### Cell classes on the final placement

Bar = 20 um.
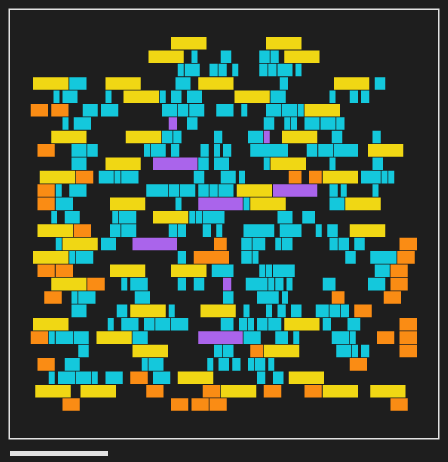
### Wiring by layer

Bar = 20 um. Only two layers are drawn.
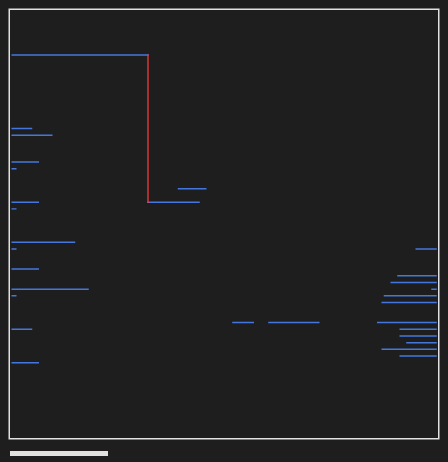
### Sequential cells coloured by netlist name

Bar = 20 um. Other sequential cells in the stronger grey, the rest of the logic in the fainter grey.
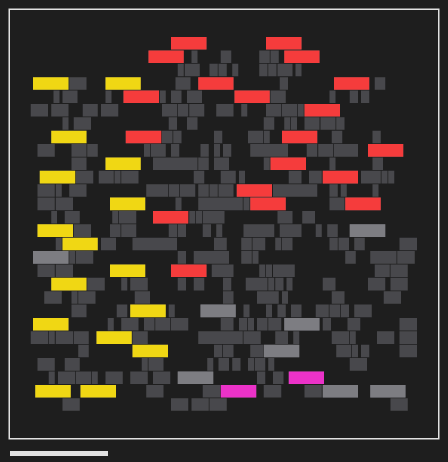
--- src/rtl/acq_pkg.sv ---
//------------------------------------------------------------------------------
// Module  : acq_pkg
// Brief   : Shared types and constants for the acquisition-window controller.
// Revision: 1.0 - initial release
//------------------------------------------------------------------------------
`default_nettype none

package acq_pkg;

    typedef enum logic [1:0] {
        IDLE   = 2'd0,
        ARMED  = 2'd1,
        ACTIVE = 2'd2
    } acq_state_t;

    localparam logic [7:0] CMD_WAVE  = 8'h77;
    localparam logic [7:0] CMD_FIR   = 8'h69;
    localparam logic [7:0] CMD_ABORT = 8'h78;

    // Mode index width; a single-mode build still needs a 1-bit field.
    function automatic int mode_width(input int num_modes);
        return (num_modes > 1) ? $clog2(num_modes) : 1;
    endfunction

endpackage

`default_nettype wire

--- src/rtl/acq_cmd_decode.sv ---
//------------------------------------------------------------------------------
// Module  : acq_cmd_decode
// Brief   : Combinational command-table lookup; lowest matching slot wins.
// Revision: 1.0 - initial release
//------------------------------------------------------------------------------
`default_nettype none

module acq_cmd_decode
    import acq_pkg::*;
#(
    parameter int                          NUM_MODES  = 2,
    parameter int                          CHAR_W     = 8,
    parameter logic [NUM_MODES*CHAR_W-1:0] MODE_CHARS = {CMD_FIR, CMD_WAVE},
    parameter logic [CHAR_W-1:0]           ABORT_CHAR = CMD_ABORT,
    parameter int                          MODE_W     = 1
) (
    input  logic [CHAR_W-1:0] i_char,
    output logic              o_match,
    output logic [MODE_W-1:0] o_index,
    output logic              o_is_abort
);

    always_comb begin
        o_match = 1'b0;
        o_index = '0;
        // Scan downwards so the lowest matching index is the one left standing.
        for (int i = NUM_MODES - 1; i >= 0; i--) begin
            if (i_char == MODE_CHARS[i*CHAR_W +: CHAR_W]) begin
                o_match = 1'b1;
                o_index = MODE_W'(i);
            end
        end
        o_is_abort = (i_char == ABORT_CHAR);
    end

endmodule

`default_nettype wire

--- src/rtl/acquire_ctrl.sv ---
//------------------------------------------------------------------------------
// Module  : acquire_ctrl
// Brief   : UART-commanded fixed-length acquisition window with abort/status.
// Revision: 1.0 - initial release
//------------------------------------------------------------------------------
`default_nettype none

module acquire_ctrl
    import acq_pkg::*;
#(
    parameter int                          NUM_MODES  = 2,
    parameter int                          CHAR_W     = 8,
    parameter logic [NUM_MODES*CHAR_W-1:0] MODE_CHARS = {CMD_FIR, CMD_WAVE},
    parameter logic [CHAR_W-1:0]           ABORT_CHAR = CMD_ABORT,
    parameter int                          WINDOW_LEN = 36049,
    parameter int                          WINDOW_W   = 19,
    parameter int                          WAVENUM_W  = 16
) (
    input  logic                                clk,
    input  logic                                rst,
    input  logic [CHAR_W-1:0]                   char,
    input  logic                                newChar,
    input  logic [WAVENUM_W-1:0]                wavenum,
    output logic [NUM_MODES-1:0]                acquire,
    output logic [mode_width(NUM_MODES)-1:0]    mode,
    output logic                                busy,
    output logic                                done,
    output logic                                hit,
    output logic                                aborted,
    output logic                                errUnknown
);

    localparam int MODE_W = mode_width(NUM_MODES);
    localparam logic [WINDOW_W-1:0] C_LAST_CNT = WINDOW_W'(WINDOW_LEN - 1);

    generate
        if ((WINDOW_LEN < 2) || (64'(WINDOW_LEN) >= (64'd1 << WINDOW_W))) begin : g_param_check
            $error("acquire_ctrl: WINDOW_LEN must be >= 2 and below 2**WINDOW_W");
        end
    endgenerate

    acq_state_t            r_state, w_state_nxt;
    logic [WINDOW_W-1:0]   r_cnt, w_cnt_nxt;
    logic [WAVENUM_W-1:0]  r_last_wave, w_last_wave_nxt;
    logic [MODE_W-1:0]     r_mode, w_mode_nxt;
    logic [NUM_MODES-1:0]  r_acquire, w_acquire_nxt;
    logic                  r_busy, r_done, r_hit, r_aborted, r_err;
    logic                  w_done_nxt, w_hit_nxt, w_aborted_nxt, w_err_nxt;

    logic                  w_match;
    logic [MODE_W-1:0]     w_index;
    logic                  w_is_abort;

    acq_cmd_decode #(
        .NUM_MODES  (NUM_MODES),
        .CHAR_W     (CHAR_W),
        .MODE_CHARS (MODE_CHARS),
        .ABORT_CHAR (ABORT_CHAR),
        .MODE_W     (MODE_W)
    ) u_cmd_decode (
        .i_char     (char),
        .o_match    (w_match),
        .o_index    (w_index),
        .o_is_abort (w_is_abort)
    );

    always_ff @(posedge clk) begin
        if (rst) begin
            r_state     <= IDLE;
            r_cnt       <= '0;
            r_last_wave <= '0;
            r_mode      <= '0;
            r_acquire   <= '0;
            r_busy      <= 1'b0;
            r_done      <= 1'b0;
            r_hit       <= 1'b0;
            r_aborted   <= 1'b0;
            r_err       <= 1'b0;
        end else begin
            r_state     <= w_state_nxt;
            r_cnt       <= w_cnt_nxt;
            r_last_wave <= w_last_wave_nxt;
            r_mode      <= w_mode_nxt;
            r_acquire   <= w_acquire_nxt;
            r_busy      <= (w_state_nxt != IDLE);
            r_done      <= w_done_nxt;
            r_hit       <= w_hit_nxt;
            r_aborted   <= w_aborted_nxt;
            r_err       <= w_err_nxt;
        end
    end

    always_comb begin
        w_state_nxt     = r_state;
        w_cnt_nxt       = r_cnt;
        w_last_wave_nxt = r_last_wave;
        w_mode_nxt      = r_mode;
        w_acquire_nxt   = r_acquire;
        w_done_nxt      = 1'b0;
        w_hit_nxt       = 1'b0;
        w_aborted_nxt   = 1'b0;
        w_err_nxt       = 1'b0;

        case (r_state)
            IDLE: begin
                if (newChar) begin
                    if (w_match) begin
                        w_state_nxt   = ARMED;
                        w_cnt_nxt     = '0;
                        w_mode_nxt    = w_index;
                        w_acquire_nxt = '0;
                    end else if (!w_is_abort) begin
                        w_err_nxt = 1'b1;
                    end
                end
            end

            ARMED, ACTIVE: begin
                // Abort outranks the window end; other commands are dropped.
                if (newChar && w_is_abort) begin
                    w_state_nxt   = IDLE;
                    w_acquire_nxt = '0;
                    w_aborted_nxt = 1'b1;
                end else if (r_cnt == C_LAST_CNT) begin
                    w_state_nxt     = IDLE;
                    w_acquire_nxt   = '0;
                    w_done_nxt      = 1'b1;
                    w_hit_nxt       = (r_state == ACTIVE);
                    w_last_wave_nxt = wavenum;
                end else begin
                    w_cnt_nxt = r_cnt + 1'b1;
                    if ((r_state == ARMED) && (wavenum != r_last_wave)) begin
                        w_state_nxt   = ACTIVE;
                        w_acquire_nxt = NUM_MODES'(1) << r_mode;
                    end
                end
            end

            default: begin
                w_state_nxt   = IDLE;
                w_acquire_nxt = '0;
            end
        endcase
    end

    assign acquire    = r_acquire;
    assign mode       = r_mode;
    assign busy       = r_busy;
    assign done       = r_done;
    assign hit        = r_hit;
    assign aborted    = r_aborted;
    assign errUnknown = r_err;

endmodule

`default_nettype wire

--- config.mk ---
export PLATFORM = sky130hd
export DESIGN_NAME = acquire_ctrl
export DESIGN_NICKNAME = d
export VERILOG_FILES = /design/src/rtl/acq_pkg.sv /design/src/rtl/acq_cmd_decode.sv /design/src/rtl/acquire_ctrl.sv
export SDC_FILE = /design/constraint.sdc
export NUM_CORES = 1
export LEC_CHECK = 0
export CELL_PAD_IN_SITES_DETAIL_PLACEMENT = 0
export CELL_PAD_IN_SITES_GLOBAL_PLACEMENT = 1
export CORE_MARGIN = 4
export CORE_UTILIZATION = 37
export CTS_BUF_LIST = sky130_fd_sc_hd__clkbuf_16
export CTS_CLUSTER_DIAMETER = 80
export DETAILED_ROUTE_END_ITERATION = 8
export PLACE_DENSITY_LB_ADDON = 0.1
export SLEW_MARGIN = 20
export SYNTH_ARGS = -nofsm -noshare
export SYNTH_HDL_FRONTEND = slang
export SYNTH_SLANG_ARGS = --single-unit
--- constraint.sdc ---
create_clock -name clk -period 3.2 [get_ports clk]
set_input_delay 0.8 -clock clk [delete_from_list [all_inputs] [get_ports clk]]
set_output_delay 0.8 -clock clk [all_outputs]
set_load 0.02 [all_outputs]
==> impl_metrics.env <==
# physical design summary
export IMPL_die_area_um2=7571
export IMPL_htreeDepth=2
export IMPL_met2_usage_pct=23.60
export IMPL_antenna_found_initial=0
export IMPL_rr_endpoint="r_cnt[0]$_SDFFE_PP0P_"
export IMPL_period_used_pct=88.13
export IMPL_whs_ns=0.5039
export IMPL_p_int_uw=886.8
export IMPL_relSlewSlack_pct=47.12
export IMPL_drt_vias_per_instance=5.027
export IMPL_rr_startpoint="r_state[0]$_SDFF_PP0_"
export IMPL_clk_pin_slew_ns=0.07
export IMPL_worstRegToRegCells=7
export IMPL_cts_resized=0
export IMPL_stdcell_count=372
export IMPL_grt_usage_pct=14.30
export IMPL_buffer_area_share_pct=13.75
export IMPL_grt_use_met1_pct=18.06
export IMPL_clkCellAreaFrac_pct=4.799
export IMPL_crit_end="r_cnt[18]$_SDFFE_PP0P_"
export IMPL_min_path_type="flop to flop"
export IMPL_rsz0062_at_grt="false"
export IMPL_synthTopLogicFamily="simple AND/OR/NAND/NOR gates"
export IMPL_dp_hpwl_mm=3.626
export IMPL_finalMaxSlewViolations=0
export IMPL_worst_setup_path_type="input port to flop"
export IMPL_dp_cells=364
export IMPL_buffers=40
export IMPL_most_common_cell="dfxtp_1"
export IMPL_seq_share_pct=31.13
export IMPL_critPathTopFamily="AND-OR/OR-AND gates"
export IMPL_die_y_um=87.01
export IMPL_taps=75
export IMPL_p_seq_share_pct=49.6
export IMPL_wl_met2_mm=2.264
export IMPL_top_cells_by_count="dfxtp_1, nor2_1, xor2_1, mux2i_1, nand3_1"
export IMPL_p_per_area_nw_per_um2=391.0
export IMPL_setup_slack_ns=0.3797
export IMPL_comb_area_share_pct=45.78
export IMPL_drtAntennaViolNets=0
export IMPL_overflow=0
export IMPL_synth_cell_type_count=43
export IMPL_cts_setup_buffers=0
export IMPL_diodes=0
export IMPL_worst_setup_path_start_kind="input port"
export IMPL_critical_path_required_ns=3.38
export IMPL_place_worst_setup_slack_ns=0.05850
export IMPL_top_area_cell="dfxtp_1"
export IMPL_syn_cell_area_um2=2310
export IMPL_drt_first_iter_violations=74
export IMPL_edf_count=0
export IMPL_outcome="complete, no violations"
Back to the opening pictures, 'Cell classes on the final placement':
| colour | class | cells |
|---|---|---|
| cyan | remaining logic cells | 204 |
| yellow | registers | 45 |
| orange | remaining buffers and delay cells | 40 |
| purple | clock drivers and dummy loads | 8 |

Back to the opening pictures, 'Wiring by layer':
| colour | layer | wire length |
|---|---|---|
| red | M4 | 29.9 um |
| blue | M3 | 219 um |
Avg WL per Cell: 13.37 um
Total Routed Length: 4.972 mm
Vias: 1870

Back to the opening pictures, 'Sequential cells coloured by netlist name':
| colour | signal | placed flops |
|---|---|---|
| red | `r_cnt` | 19 |
| magenta | `acquire` | 2 |
| yellow | `r_last_wave` | 16 |
not coloured: 8
Seq power: 561 uW
FF+latch area: 900.9 um2
final core occ: 48.31%

Power and IR drop assume default switching activity.
